## config.mk

```make
export PLATFORM = sky130hd
export DESIGN_NAME = regfile_sb_flat
export DESIGN_NICKNAME = d
export VERILOG_FILES = /design/src/rtl/regfile_sb_if.sv /design/src/rtl/regfile_sb.sv /design/src/flat_wrapper.sv
export SDC_FILE = /design/constraint.sdc
export NUM_CORES = 1
export LEC_CHECK = 0
export ABC_AREA = 0
export ABC_CLOCK_PERIOD_IN_PS = 25000
export CAP_MARGIN = 20
export CORE_ASPECT_RATIO = 0.5
export CORE_MARGIN = 2
export CORE_UTILIZATION = 62
export CTS_BUF_LIST = sky130_fd_sc_hd__clkbuf_2 sky130_fd_sc_hd__clkbuf_4 sky130_fd_sc_hd__clkbuf_8
export CTS_CLUSTER_DIAMETER = 150
export DETAILED_ROUTE_END_ITERATION = 12
export PLACE_DENSITY = 0.94
export SETUP_SLACK_MARGIN = 0.05
export SLEW_MARGIN = 30
export SYNTH_ARGS = -nofsm -noshare
export SYNTH_HDL_FRONTEND = slang
export SYNTH_SLANG_ARGS = --single-unit
```

## constraint.sdc

```tcl
create_clock -name clk -period 25 [get_ports clk]
set_input_delay 2.5 -clock clk [delete_from_list [all_inputs] [get_ports clk]]
set_output_delay 2.5 -clock clk [all_outputs]
set_load 0.1 [all_outputs]
```

## src/rtl/regfile_sb_if.sv

```systemverilog
// Decode/writeback/fetch-facing bundle for regfile_sb.
// The master drives addresses, strobes and data; the slave (register file) returns read data and status.
interface regfile_sb_if #(
  parameter int unsigned DATA_W = 32,
  parameter int unsigned ADDR_W = 4,
  parameter int unsigned NUM_RD = 2
);
  logic [NUM_RD*ADDR_W-1:0] rd_addr;
  logic [NUM_RD*DATA_W-1:0] rd_data;
  logic [NUM_RD-1:0]        rd_busy;
  logic [DATA_W-1:0]        rd_pc;
  logic                     iss_valid;
  logic [ADDR_W-1:0]        iss_addr;
  logic                     iss_ready;
  logic                     wb_valid;
  logic [ADDR_W-1:0]        wb_addr;
  logic [DATA_W-1:0]        wb_data;
  logic                     pc_en;
  logic [DATA_W-1:0]        wr_pc;
  logic [ADDR_W:0]          pend_cnt;
  logic                     err;

  modport master (
    output rd_addr, iss_valid, iss_addr, wb_valid, wb_addr, wb_data, pc_en, wr_pc,
    input  rd_data, rd_busy, rd_pc, iss_ready, pend_cnt, err
  );

  modport slave (
    input  rd_addr, iss_valid, iss_addr, wb_valid, wb_addr, wb_data, pc_en, wr_pc,
    output rd_data, rd_busy, rd_pc, iss_ready, pend_cnt, err
  );
endinterface

```

## src/rtl/regfile_sb.sv

```systemverilog
// Multi-read-port register file with per-register busy scoreboard and a registered PC slot.
// Define REGFILE_BYPASS_EN to forward same-cycle writebacks onto the read ports.
module regfile_sb #(
  parameter int unsigned DATA_W = 32,
  parameter int unsigned ADDR_W = 4,
  parameter int unsigned NUM_RD = 2,
  parameter int unsigned PC_IDX = 2**ADDR_W - 1
) (
  input logic         clk,
  input logic         rst,
  regfile_sb_if.slave bus
);
  localparam int unsigned Depth = 2**ADDR_W;
  localparam logic [ADDR_W-1:0] PcAddr = ADDR_W'(PC_IDX);

  logic [Depth-1:0][DATA_W-1:0] mem_q, mem_d;
  logic [Depth-1:0]             busy_q, busy_d;
  logic [DATA_W-1:0]            rd_pc_q, rd_pc_d;
  logic [ADDR_W:0]              pend_cnt_q, pend_cnt_d;
  logic                         err_q, err_d;

  logic iss_ready, iss_acc, wb_ok, wb_clr;

  always_comb begin
    iss_ready = (bus.iss_addr != PcAddr) &&
                (!busy_q[bus.iss_addr] || (bus.wb_valid && bus.wb_addr == bus.iss_addr));
    iss_acc   = bus.iss_valid && iss_ready;
    wb_ok     = bus.wb_valid && (bus.wb_addr != PcAddr);
    wb_clr    = wb_ok && busy_q[bus.wb_addr];
  end

  always_comb begin
    mem_d  = mem_q;
    busy_d = busy_q;
    if (wb_ok) begin
      mem_d[bus.wb_addr]  = bus.wb_data;
      busy_d[bus.wb_addr] = 1'b0;
    end
    // Issue applied after writeback so a same-address claim wins.
    if (iss_acc) busy_d[bus.iss_addr] = 1'b1;
    if (bus.pc_en) mem_d[PcAddr] = bus.wr_pc;
    rd_pc_d    = mem_q[PcAddr];
    pend_cnt_d = pend_cnt_q + (ADDR_W+1)'(iss_acc) - (ADDR_W+1)'(wb_clr);
    err_d      = err_q
               | (bus.wb_valid && ((bus.wb_addr == PcAddr) || !busy_q[bus.wb_addr]))
               | (bus.iss_valid && (bus.iss_addr == PcAddr));
  end

  always_ff @(posedge clk or posedge rst) begin
    if (rst) begin
      mem_q      <= '0;
      busy_q     <= '0;
      rd_pc_q    <= '0;
      pend_cnt_q <= '0;
      err_q      <= 1'b0;
    end else begin
      mem_q      <= mem_d;
      busy_q     <= busy_d;
      rd_pc_q    <= rd_pc_d;
      pend_cnt_q <= pend_cnt_d;
      err_q      <= err_d;
    end
  end

  for (genvar i = 0; i < NUM_RD; i++) begin : g_rd
    logic [ADDR_W-1:0] ra;
    assign ra = bus.rd_addr[i*ADDR_W +: ADDR_W];
    always_comb begin
      bus.rd_data[i*DATA_W +: DATA_W] = mem_q[ra];
      bus.rd_busy[i]                  = busy_q[ra];
`ifdef REGFILE_BYPASS_EN
      // A same-cycle claim on this address only shows from the next cycle.
      if (wb_ok && (bus.wb_addr == ra)) begin
        bus.rd_data[i*DATA_W +: DATA_W] = bus.wb_data;
        bus.rd_busy[i]                  = 1'b0;
      end
`endif
    end
  end

  assign bus.iss_ready = iss_ready;
  assign bus.rd_pc     = rd_pc_q;
  assign bus.pend_cnt  = pend_cnt_q;
  assign bus.err       = err_q;
endmodule
```

## src/flat_wrapper.sv

```systemverilog
// flat-port wrapper written by rule: the top's interface ports become plain ports
module regfile_sb_flat 
#(
  parameter int unsigned DATA_W = 32,
  parameter int unsigned ADDR_W = 4,
  parameter int unsigned NUM_RD = 2,
  parameter int unsigned PC_IDX = 2**ADDR_W - 1
)
  (clk, rst, bus_rd_addr, bus_iss_valid, bus_iss_addr, bus_wb_valid, bus_wb_addr, bus_wb_data, bus_pc_en, bus_wr_pc, bus_rd_data, bus_rd_busy, bus_rd_pc, bus_iss_ready, bus_pend_cnt, bus_err);
  regfile_sb_if #(.DATA_W(DATA_W), .ADDR_W(ADDR_W), .NUM_RD(NUM_RD)) bus_i ();
  input logic clk;
  input logic rst;
  input wire logic [$bits(bus_i.rd_addr)-1:0] bus_rd_addr;
  input wire logic [$bits(bus_i.iss_valid)-1:0] bus_iss_valid;
  input wire logic [$bits(bus_i.iss_addr)-1:0] bus_iss_addr;
  input wire logic [$bits(bus_i.wb_valid)-1:0] bus_wb_valid;
  input wire logic [$bits(bus_i.wb_addr)-1:0] bus_wb_addr;
  input wire logic [$bits(bus_i.wb_data)-1:0] bus_wb_data;
  input wire logic [$bits(bus_i.pc_en)-1:0] bus_pc_en;
  input wire logic [$bits(bus_i.wr_pc)-1:0] bus_wr_pc;
  output wire logic [$bits(bus_i.rd_data)-1:0] bus_rd_data;
  output wire logic [$bits(bus_i.rd_busy)-1:0] bus_rd_busy;
  output wire logic [$bits(bus_i.rd_pc)-1:0] bus_rd_pc;
  output wire logic [$bits(bus_i.iss_ready)-1:0] bus_iss_ready;
  output wire logic [$bits(bus_i.pend_cnt)-1:0] bus_pend_cnt;
  output wire logic [$bits(bus_i.err)-1:0] bus_err;
  assign bus_i.rd_addr = bus_rd_addr;
  assign bus_i.iss_valid = bus_iss_valid;
  assign bus_i.iss_addr = bus_iss_addr;
  assign bus_i.wb_valid = bus_wb_valid;
  assign bus_i.wb_addr = bus_wb_addr;
  assign bus_i.wb_data = bus_wb_data;
  assign bus_i.pc_en = bus_pc_en;
  assign bus_i.wr_pc = bus_wr_pc;
  assign bus_rd_data = bus_i.rd_data;
  assign bus_rd_busy = bus_i.rd_busy;
  assign bus_rd_pc = bus_i.rd_pc;
  assign bus_iss_ready = bus_i.iss_ready;
  assign bus_pend_cnt = bus_i.pend_cnt;
  assign bus_err = bus_i.err;
  regfile_sb #(.DATA_W(DATA_W), .ADDR_W(ADDR_W), .NUM_RD(NUM_RD), .PC_IDX(PC_IDX)) u_core (.clk(clk), .rst(rst), .bus(bus_i));
endmodule
```

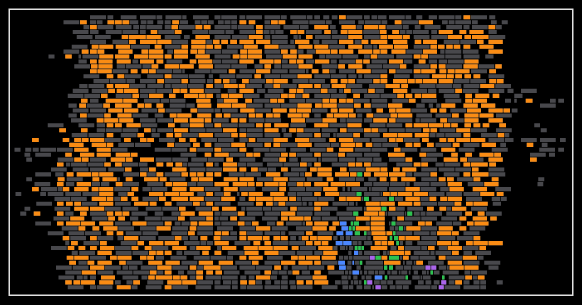
Fig. 1. Gate families picked out (run 1).
- nor cells: blue (cells 12; where south)
- aoi and oai cells: green (cells 32)
- mux cells: orange (cells 858; where all over the die)
- xor and xnor cells: purple (cells 7; where south-east)

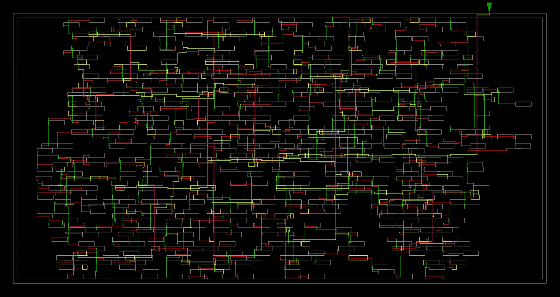
Fig. 2. Clock nets (run 1).
clock buf count: 130
Layout Skew: 0.0322 ns
Clock net power: 0.821 mW
Num CTS Buffers: 81

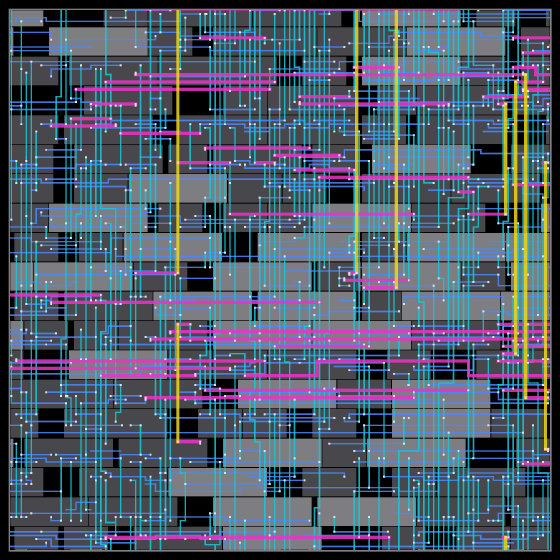
Fig. 3. Zoomed window (run 1).
Region (53, 93) to (103, 143) µm. Cells in gray, sequential cells in the stronger gray; small squares are vias.
- M4: yellow
- M2: cyan
- M1: blue
- M3: magenta
- sequential cells in the window: 29
- netlist names of flops here include: `u_core.mem_q` (28), `u_core.bus.rd_pc` (1)
- cells with their middle in the window: 113
- most frequent: mux4_2 (29), dfrtp_1 (29), mux2_1 (19)

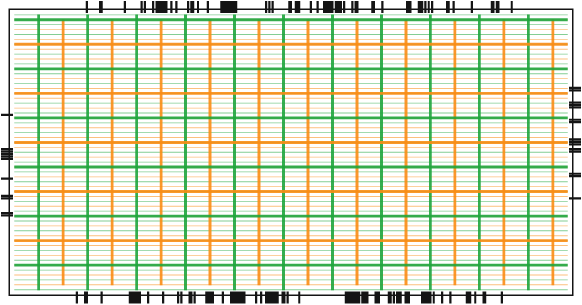
Fig. 4. PDN straps and rails (run 1).
Pins as bars on the die edge.
- VDD: orange
- VSS: green
- met1 rails: 57
- rows: 56

==> impl_metrics.env, run 1 <==
# physical design summary
export IMPL_ys_sh_simple=0.00897
export IMPL_ios=190
export IMPL_dieWidth_um=311
export IMPL_die_height_um=158
export IMPL_fp_util=0.627
export IMPL_period_needed_ns=8.48
export IMPL_largest_reg_flops=480
export IMPL_rows=56
export IMPL_ir_worst_vdd_uv=62.1
export IMPL_edf_count=0
export IMPL_crit_chain="clkbuf_8 -> buf_4 -> mux4_1 -> mux4_2 -> clkdlybuf4s50_1"
export IMPL_wire_per_inst_um=29.9
export IMPL_core_area_um2=46700
export IMPL_hpwl_um=40900
export IMPL_grt_pass1_wl_um=116000
export IMPL_ctsRootBufferMaster="clkbuf_8"
export IMPL_swShare=0.351
export IMPL_drc=0
export IMPL_htree_levels=3
export IMPL_post_dp_cell_area_um2=31300
export IMPL_r2r_start="u_core.busy_q[8]"
export IMPL_worst_slack_ns=16.52
export IMPL_totalNegativeSetupSlack_ns=0
export IMPL_fmax_mhz=118
export IMPL_drtIter0Drc=2006
export IMPL_slowest_stage="clkdlybuf4s50_1"
export IMPL_relSlewSlack=0.303
export IMPL_detail_route_antenna_nets=0
export IMPL_met1Wirelength_um=28400
export IMPL_antenna_found_initial=3
export IMPL_cp_arrival_ns=5.98
export IMPL_worstRegToRegCells=11
export IMPL_highest_layer="met4"
export IMPL_finalPower_mw=3.12
export IMPL_pwr_share_comb=0.322
export IMPL_ys_types=40
export IMPL_numPortBuffers=189
export IMPL_yosys_warnings=0
export IMPL_cts_setup_buffers=0
export IMPL_p_per_area_nw_per_um2=93.8
export IMPL_hold_violations=0
export IMPL_min_period_over_period=0.339
export IMPL_syn_nets=1793
export IMPL_drt_total_wl_um=75900
export IMPL_pg_comb_mw=1.00
export IMPL_synth_stat_cells=1702
export IMPL_met1_usage=0.415
export IMPL_ys_seq_frac=0.483
export IMPL_yosys_stat_area_um2=29300
export IMPL_fin_area_um2=33200
export IMPL_crit_fanout=51
export IMPL_grt_start_max_net_pins=132
export IMPL_synthMuxAreaShare=0.460
export IMPL_max_stage_delay_ns=1.00
export IMPL_adder_share=0.00282
export IMPL_status="completed"
export IMPL_crit_family="buffers and inverters"
export IMPL_cts_buffer_depth=3
export IMPL_cts_repair_resized=0
export IMPL_nets=1925
export IMPL_final_instance_count_excl_fill=2538
export IMPL_r2r_slack_ns=22.09
export IMPL_switchingPower_mw=1.10
export IMPL_grt_util_met2=0.508
export IMPL_start_kind="input pin"
export IMPL_synth_top_cells_by_count="dfrtp_1 (566), mux4_2 (320), mux2_2 (284)"
export IMPL_cts_reportedPaths_clkPinSlew_ns=0.07
export IMPL_critical_path_endpoint="bus_rd_data[13]"
export IMPL_ys_ff=566
export IMPL_power_group_top="sequential cells"
export IMPL_p_leak_nw=13.7
export IMPL_grt_use_met3=0.0697
export IMPL_synth_area_um2=29300
export IMPL_compound_area_frac=0.00803
export IMPL_vias=17856
export IMPL_yosys_area_top_type="dfrtp_1"
export IMPL_clock_latency_ns=0.67
export IMPL_fin_util=0.711
export IMPL_rsz0062_at_grt="no"
export IMPL_vias_per_cell=7.04
export IMPL_crit_cells=5
export IMPL_clock_sinks=566
[run 1: area by class of cell]
| cell class | instances | area (µm²) |
|---|---|---|
| Clock buffer | 130 | 1650 |
| Inverter | 9 | 46.3 |
| Multi-Input combinational cell | 954 | 14200 |
| Clock inverter | 16 | 173 |
| Sequential cell | 566 | 14200 |
| Timing Repair Buffer | 222 | 2180 |
| Tap cell | 638 | 798 |
| Fill cell | 2609 | 13500 |
| Antenna cell | 3 | 7.51 |
[run 1: worst reg2reg max path, delay by kind of cell, from the launching register on]
kind                     cells  cell delay [ns]
adder cells (fa/ha/maj)      3             0.91
multiplexers                 3             0.76
flip-flops                   1             0.43
AND-OR/OR-AND                2             0.36
AND/OR/NAND/NOR              1             0.19
XOR/XNOR                     1             0.13
buffers and inverters        1             0.04
Fig. 5: run 1, sequential cells colored by netlist name
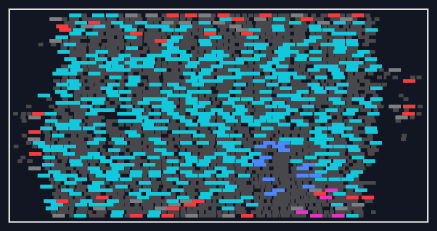

==> run 2: changes to the inputs <==
--- a/config.mk
+++ b/config.mk
@@ -6,7 +6,7 @@
 export NUM_CORES = 1
 export LEC_CHECK = 0
 export ABC_AREA = 0
-export ABC_CLOCK_PERIOD_IN_PS = 25000
+export ABC_CLOCK_PERIOD_IN_PS = 7900
 export CAP_MARGIN = 20
 export CORE_ASPECT_RATIO = 0.5
 export CORE_MARGIN = 2
==> constraint.sdc (replaced) <==
create_clock -name clk -period 7.9 [get_ports clk]
set_input_delay 0.79 -clock clk [delete_from_list [all_inputs] [get_ports clk]]
set_output_delay 0.79 -clock clk [all_outputs]
set_load 0.1 [all_outputs]
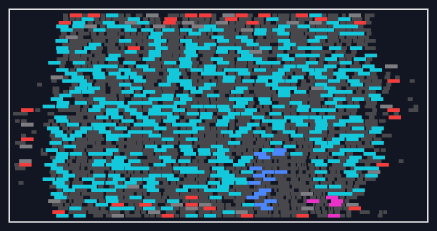
Fig. 6. Sequential cells colored by netlist name (run 2).
- `u_core.busy_q`: blue (flops 16; where south)
- `u_core.bus.rd_pc`: red (flops 32; where all over the die)
- `u_core.bus.pend_cnt`: magenta (flops 5; where south-east)
- `u_core.mem_q`: cyan (flops 480; where all over the die)
- not colored: 33

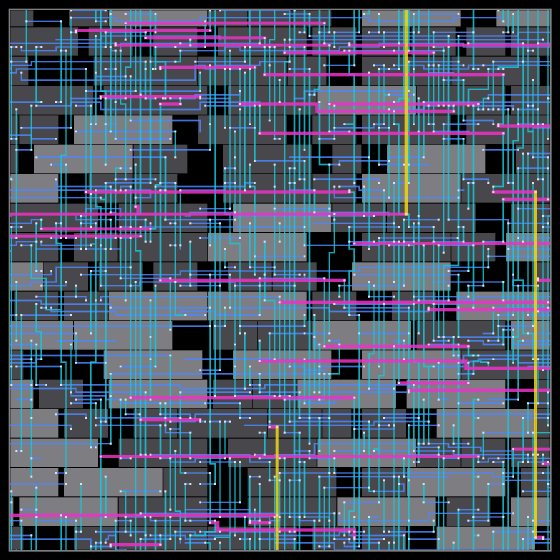
Fig. 7. Zoomed window (run 2).
Region (53, 93) to (103, 143) µm. Cells in gray, sequential cells in the stronger gray; small squares are vias.

==> run 2 against run 1 <==
Final cell count fell by 0.59%. Sequential cell count stayed put. Synthesized area did not move. Synthesized cell count did not move. Largest cell class unchanged. Highest routed layer unchanged.
==> impl_metrics.env, run 2 <==
# physical design summary
export IMPL_wire_per_inst_um=28.9
export IMPL_ir_worst_vdd_uv=204
export IMPL_r2r_slack_ns=4.99
export IMPL_worstRegToRegCells=11
export IMPL_p_leak_nw=13.5
export IMPL_drt_total_wl_um=72900
export IMPL_cts_reportedPaths_clkPinSlew_ns=0.06
export IMPL_totalNegativeSetupSlack_ns=0
export IMPL_crit_fanout=73
export IMPL_pg_comb_mw=3.15
export IMPL_synth_stat_cells=1702
export IMPL_nets=1920
export IMPL_ctsRootBufferMaster="clkbuf_8"
export IMPL_antenna_found_initial=2
export IMPL_post_dp_cell_area_um2=31400
export IMPL_yosys_stat_area_um2=29300
export IMPL_ys_seq_frac=0.483
export IMPL_cp_arrival_ns=4.09
export IMPL_skew_ns=0.0156
export IMPL_syn_nets=1793
export IMPL_hold_violations=0
export IMPL_die_height_um=158
export IMPL_ys_types=40
export IMPL_numPortBuffers=189
export IMPL_cts_buffer_depth=3
export IMPL_min_period_over_period=0.618
export IMPL_yosys_area_top_type="dfrtp_1"
export IMPL_fin_area_um2=33000
export IMPL_drtIter0Drc=1988
export IMPL_cts_setup_buffers=0
export IMPL_synth_area_um2=29300
export IMPL_finalPower_mw=9.62
export IMPL_worst_slack_ns=3.02
export IMPL_detail_route_antenna_nets=0
export IMPL_power_clock_mw=2.39
export IMPL_crit_family="buffers and inverters"
export IMPL_relSlewSlack=0.324
export IMPL_grt_pass1_wl_um=112000
export IMPL_status="completed"
export IMPL_period_needed_ns=4.88
export IMPL_slowest_stage="clkdlybuf4s50_1"
export IMPL_switchingPower_mw=3.38
export IMPL_final_instance_count_excl_fill=2523
export IMPL_crit_chain="buf_8 -> buf_12 -> mux4_1 -> mux4_2 -> clkdlybuf4s50_1"
export IMPL_power_group_top="sequential cells"
export IMPL_largest_reg_flops=480
export IMPL_htree_levels=3
export IMPL_max_stage_delay_ns=0.99
export IMPL_drc=0
export IMPL_fin_util=0.707
export IMPL_synth_top_cells_by_count="dfrtp_1 (566), mux4_2 (320), mux2_2 (284)"
export IMPL_vias_per_cell=6.98
export IMPL_fp_util=0.627
export IMPL_r2r_start="u_core.busy_q[8]"
export IMPL_dieWidth_um=311
export IMPL_yosys_warnings=0
export IMPL_core_area_um2=46700
export IMPL_crit_cells=5
export IMPL_ys_ff=566
export IMPL_grt_start_max_net_pins=162
==> run 2: cell counts after synthesis <==
No cell type changed its count.
==> run 2: layer usage <==
metal	share of wire	vias to the layer above	GRT usage
met5	0	-	0
met4	0.039	0	0.136
met3	0.087	220	0.0688
met2	0.49	993	0.495
met1	0.38	9430	0.402
li1	-	6971	-
==> run 2: cells by family after synthesis <==
group / synth area share
compound gates: 0.00803
buf+inv: 0.0343
xor+xnor: 0.00209
flops: 0.483
simple gates: 0.00897
fa+ha+maj: 0.00282
mux: 0.460
==> run 2: final cells by class <==
cell class	count	area, µm²
Antenna cell	2	5.00
Clock buffer	122	1530
Clock inverter	12	101
Fill cell	2693	13700
Inverter	9	37.5
Multi-Input combinational cell	954	14200
Sequential cell	566	14200
Tap cell	638	798
Timing Repair Buffer	220	2180
Fig. 8: run 2, clock nets
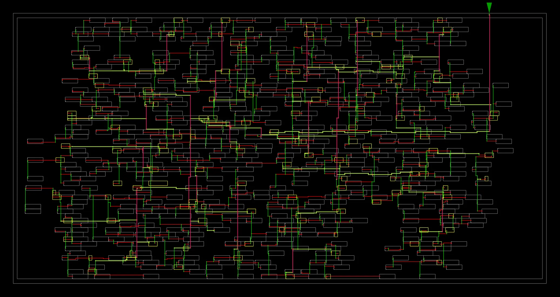

==> run 3: changes to the inputs <==
--- a/config.mk
+++ b/config.mk
@@ -6,15 +6,15 @@
 export NUM_CORES = 1
 export LEC_CHECK = 0
 export ABC_AREA = 0
-export ABC_CLOCK_PERIOD_IN_PS = 7900
+export ABC_CLOCK_PERIOD_IN_PS = 4400
 export CAP_MARGIN = 20
 export CORE_ASPECT_RATIO = 0.5
 export CORE_MARGIN = 2
-export CORE_UTILIZATION = 62
+export CORE_UTILIZATION = 56
 export CTS_BUF_LIST = sky130_fd_sc_hd__clkbuf_2 sky130_fd_sc_hd__clkbuf_4 sky130_fd_sc_hd__clkbuf_8
 export CTS_CLUSTER_DIAMETER = 150
 export DETAILED_ROUTE_END_ITERATION = 12
-export PLACE_DENSITY = 0.94
+export PLACE_DENSITY = 0.9
 export SETUP_SLACK_MARGIN = 0.05
 export SLEW_MARGIN = 30
 export SYNTH_ARGS = -nofsm -noshare
==> constraint.sdc (replaced) <==
create_clock -name clk -period 4.4 [get_ports clk]
set_input_delay 0.44 -clock clk [delete_from_list [all_inputs] [get_ports clk]]
set_output_delay 0.44 -clock clk [all_outputs]
set_load 0.1 [all_outputs]
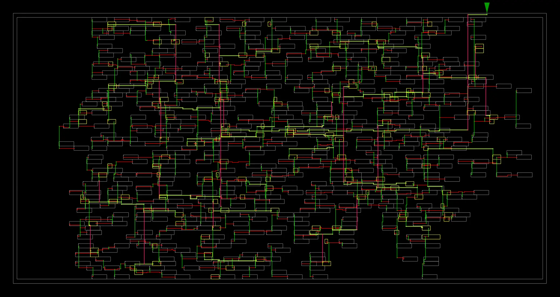
Fig. 9. Clock nets (run 3).
Num CTS Buffers: 83
clock sink count: 566
clock buf count: 128
Insertion Delay late pin: 0.66 ns
Layout Skew: 0.0220 ns

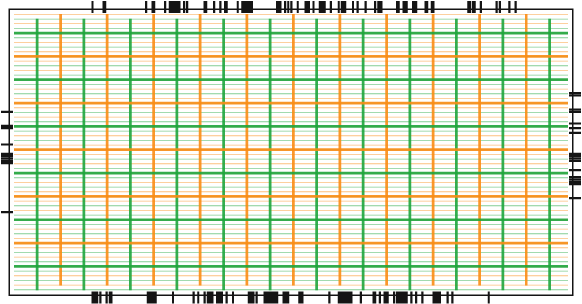
Fig. 10. PDN straps and rails (run 3).
Pins as bars on the die edge.
- VDD: orange
- VSS: green
- met4 straps: 23
- rows: 59
- signal pins: 190
- met1 rails: 60
- met5 straps: 11

==> run 3 against run 2 <==
Register-to-register slack got worse by 3.4 ns. Clock power rose by 89%. Sequential power rose by 78%. Die area rose by 11%. Critical path depth rose by 1. Hold slack got worse by 0.26 ns. Synthesized cell count did not move. Combinational power rose by 79%. Cell area rose by 0.78%. Worst setup slack got worse by 1.7 ns. Critical path type unchanged. First-iteration DRC count fell by 14%.
==> impl_metrics.env, run 3 <==
# physical design summary
export IMPL_status="completed"
export IMPL_yosys_cell_count_top_type="dfrtp_1"
export IMPL_relSlewSlack=0.332
export IMPL_critical_path_required_ns=3.96
export IMPL_core_area_um2=51800
export IMPL_tightest_slew_ns=1.00
export IMPL_lay_top_cells="dfrtp_1 (566), mux4_2 (320), mux2_2 (284), mux2_1 (228), clkdlybuf4s50_1 (111)"
export IMPL_rr_endpoint="u_core.bus.pend_cnt[4]"
export IMPL_top_usage_layer="met2"
export IMPL_detail_route_antenna_nets=0
export IMPL_rsz0062_at_grt="no"
export IMPL_async_flop_share=1.00
export IMPL_drtIter0Drc=1708
export IMPL_cts_buffer_depth=3
export IMPL_pwr_share_clk=0.259
export IMPL_syn_nets=1793
export IMPL_dp_cells=2462
export IMPL_edf_count=0
export IMPL_vias=17569
export IMPL_grt_util_met2=0.440
export IMPL_holdWs_ns=0.158
export IMPL_ys_sh_simple=0.00897
export IMPL_cp_startpoint="bus_iss_addr[1]"
export IMPL_worstRegToRegCells=11
export IMPL_cts_repair_resized=0
export IMPL_slew_violations=0
export IMPL_synthMuxAreaShare=0.460
export IMPL_compound_area_frac=0.00803
export IMPL_r2r_start="u_core.busy_q[8]"
export IMPL_yosys_warnings=0
export IMPL_drive_above_1_share=0.468
export IMPL_ys_ff=566
export IMPL_sequentialPower_mw=7.26
export IMPL_grt_start_max_net_pins=119
export IMPL_worst_slack_ns=1.27
export IMPL_hold_path_class="in -> async"
export IMPL_setup_viol=0
export IMPL_htree_levels=3
export IMPL_min_period_over_period=0.711
export IMPL_track_usage=0.269
export IMPL_power_clock_mw=4.51
export IMPL_switchingPower_mw=6.08
export IMPL_pwr_share_comb=0.323
export IMPL_antenna_found_initial=2
export IMPL_drc=0
export IMPL_dieArea_um2=54300
export IMPL_post_dp_cell_area_um2=31500
export IMPL_drtPass1Iterations=5
export IMPL_dieWidth_um=328
export IMPL_met1Wirelength_um=27800
export IMPL_final_instance_count_excl_fill=2612
export IMPL_hold_violations=0
export IMPL_die_height_um=166
export IMPL_ys_types=40
export IMPL_synth_top_cells_by_count="dfrtp_1 (566), mux4_2 (320), mux2_2 (284)"
export IMPL_crit_cells=6
export IMPL_avgSynthCellArea_um2=17.2
export IMPL_cts_setup_buffers=0
export IMPL_p_leak_nw=13.8
export IMPL_fin_area_um2=33300
export IMPL_critical_path_endpoint="bus_iss_ready"
export IMPL_path_class="in -> out"
export IMPL_cap_violations=0
export IMPL_cts_reportedPaths_clkPinSlew_ns=0.06
export IMPL_crit_fanout=14
export IMPL_endpoint_kind="primary output"
export IMPL_grt_pass1_wl_um=111000
export IMPL_grt_overflow=0
export IMPL_fmax_mhz=320
export IMPL_lay_top_count="dfrtp_1"
export IMPL_internal_power_mw=11.3
export IMPL_r2r_slack_ns=1.56
export IMPL_totalNegativeSetupSlack_ns=0
export IMPL_start_kind="input pin"
export IMPL_grt_use_met3=0.0504
export IMPL_area_growth_pct=13.6
export IMPL_numPortBuffers=189
export IMPL_ys_seq_frac=0.483
export IMPL_tool_warnings=33
export IMPL_path_buffers=2
export IMPL_p_per_area_nw_per_um2=523
export IMPL_dr_wl_met3_um=5110
export IMPL_adder_share=0.00282
export IMPL_met1_usage=0.364
export IMPL_pg_comb_mw=5.63
export IMPL_synth_stat_cells=1702
export IMPL_ctsRootBufferMaster="clkbuf_8"
export IMPL_cts_tree="built"
export IMPL_vias_per_cell=6.73
export IMPL_synth_area_um2=29300
export IMPL_hpwl_um=41300
export IMPL_ctsHoldBuffers=0
export IMPL_fin_util=0.642
export IMPL_finalPower_mw=17.4
export IMPL_topCombFamilyByArea="multiplexers"
export IMPL_power_group_top="sequential cells"
export IMPL_ir_worst_vdd_uv=330
export IMPL_synth_top_flop_cell="dfrtp_1"
export IMPL_wire_per_inst_um=27.3
export IMPL_largest_register="u_core.mem_q"
export IMPL_synthXorXnorAreaFrac=0.00209
export IMPL_yosys_stat_area_um2=29300
export IMPL_cp_arrival_ns=2.69
export IMPL_largest_reg_flops=480
export IMPL_gp_congestion=0.929
export IMPL_max_stage_delay_ns=0.89
export IMPL_highest_layer="met4"
export IMPL_crit_family="buffers and inverters"
export IMPL_grt_pass1_vias=18438
export IMPL_swShare=0.349
export IMPL_yosys_area_top_type="dfrtp_1"
export IMPL_synth_cells=1702
export IMPL_wl_met2_um=36100
export IMPL_crit_chain="clkdlybuf4s50_1 -> mux2i_1 -> mux4_2 -> a32oi_2 -> nand2_1 -> buf_4"
export IMPL_fp_util=0.565
export IMPL_top_area_frac=0.483
export IMPL_preCtsSetupSlack_ns=0.676
export IMPL_nets=1937
export IMPL_top_cells_by_area="dfrtp_1 (48%), mux4_2 (25%), mux2_2 (11%)"
export IMPL_pwr_share_seq=0.417
export IMPL_rows=59
export IMPL_ios=190
export IMPL_period_needed_ns=3.13
export IMPL_slowest_stage="clkdlybuf4s50_1"
export IMPL_drt_total_wl_um=71200
[run 3: cell count changes in the layout (fill, tap and decap cells not counted), moves of 4 or more]
cell             change
clkinv_2             +7
clkbuf_4             -4
clkdlybuf4s50_1     -64
buf_4               +74
buf_8                -4
buf_12              +11
clkbuf_8            +12
[run 3: layout make-up]
| cell class | instances | area, µm² |
|---|---|---|
| Fill cell | 3399 | 18500 |
| Multi-Input combinational cell | 954 | 14200 |
| Sequential cell | 566 | 14200 |
| Timing Repair Buffer | 232 | 2210 |
| Clock buffer | 128 | 1640 |
| Tap cell | 701 | 877 |
| Clock inverter | 20 | 146 |
| Inverter | 9 | 37.5 |
| Antenna cell | 2 | 5.00 |
No activity file was given, so power comes from the tool's default toggle rates.
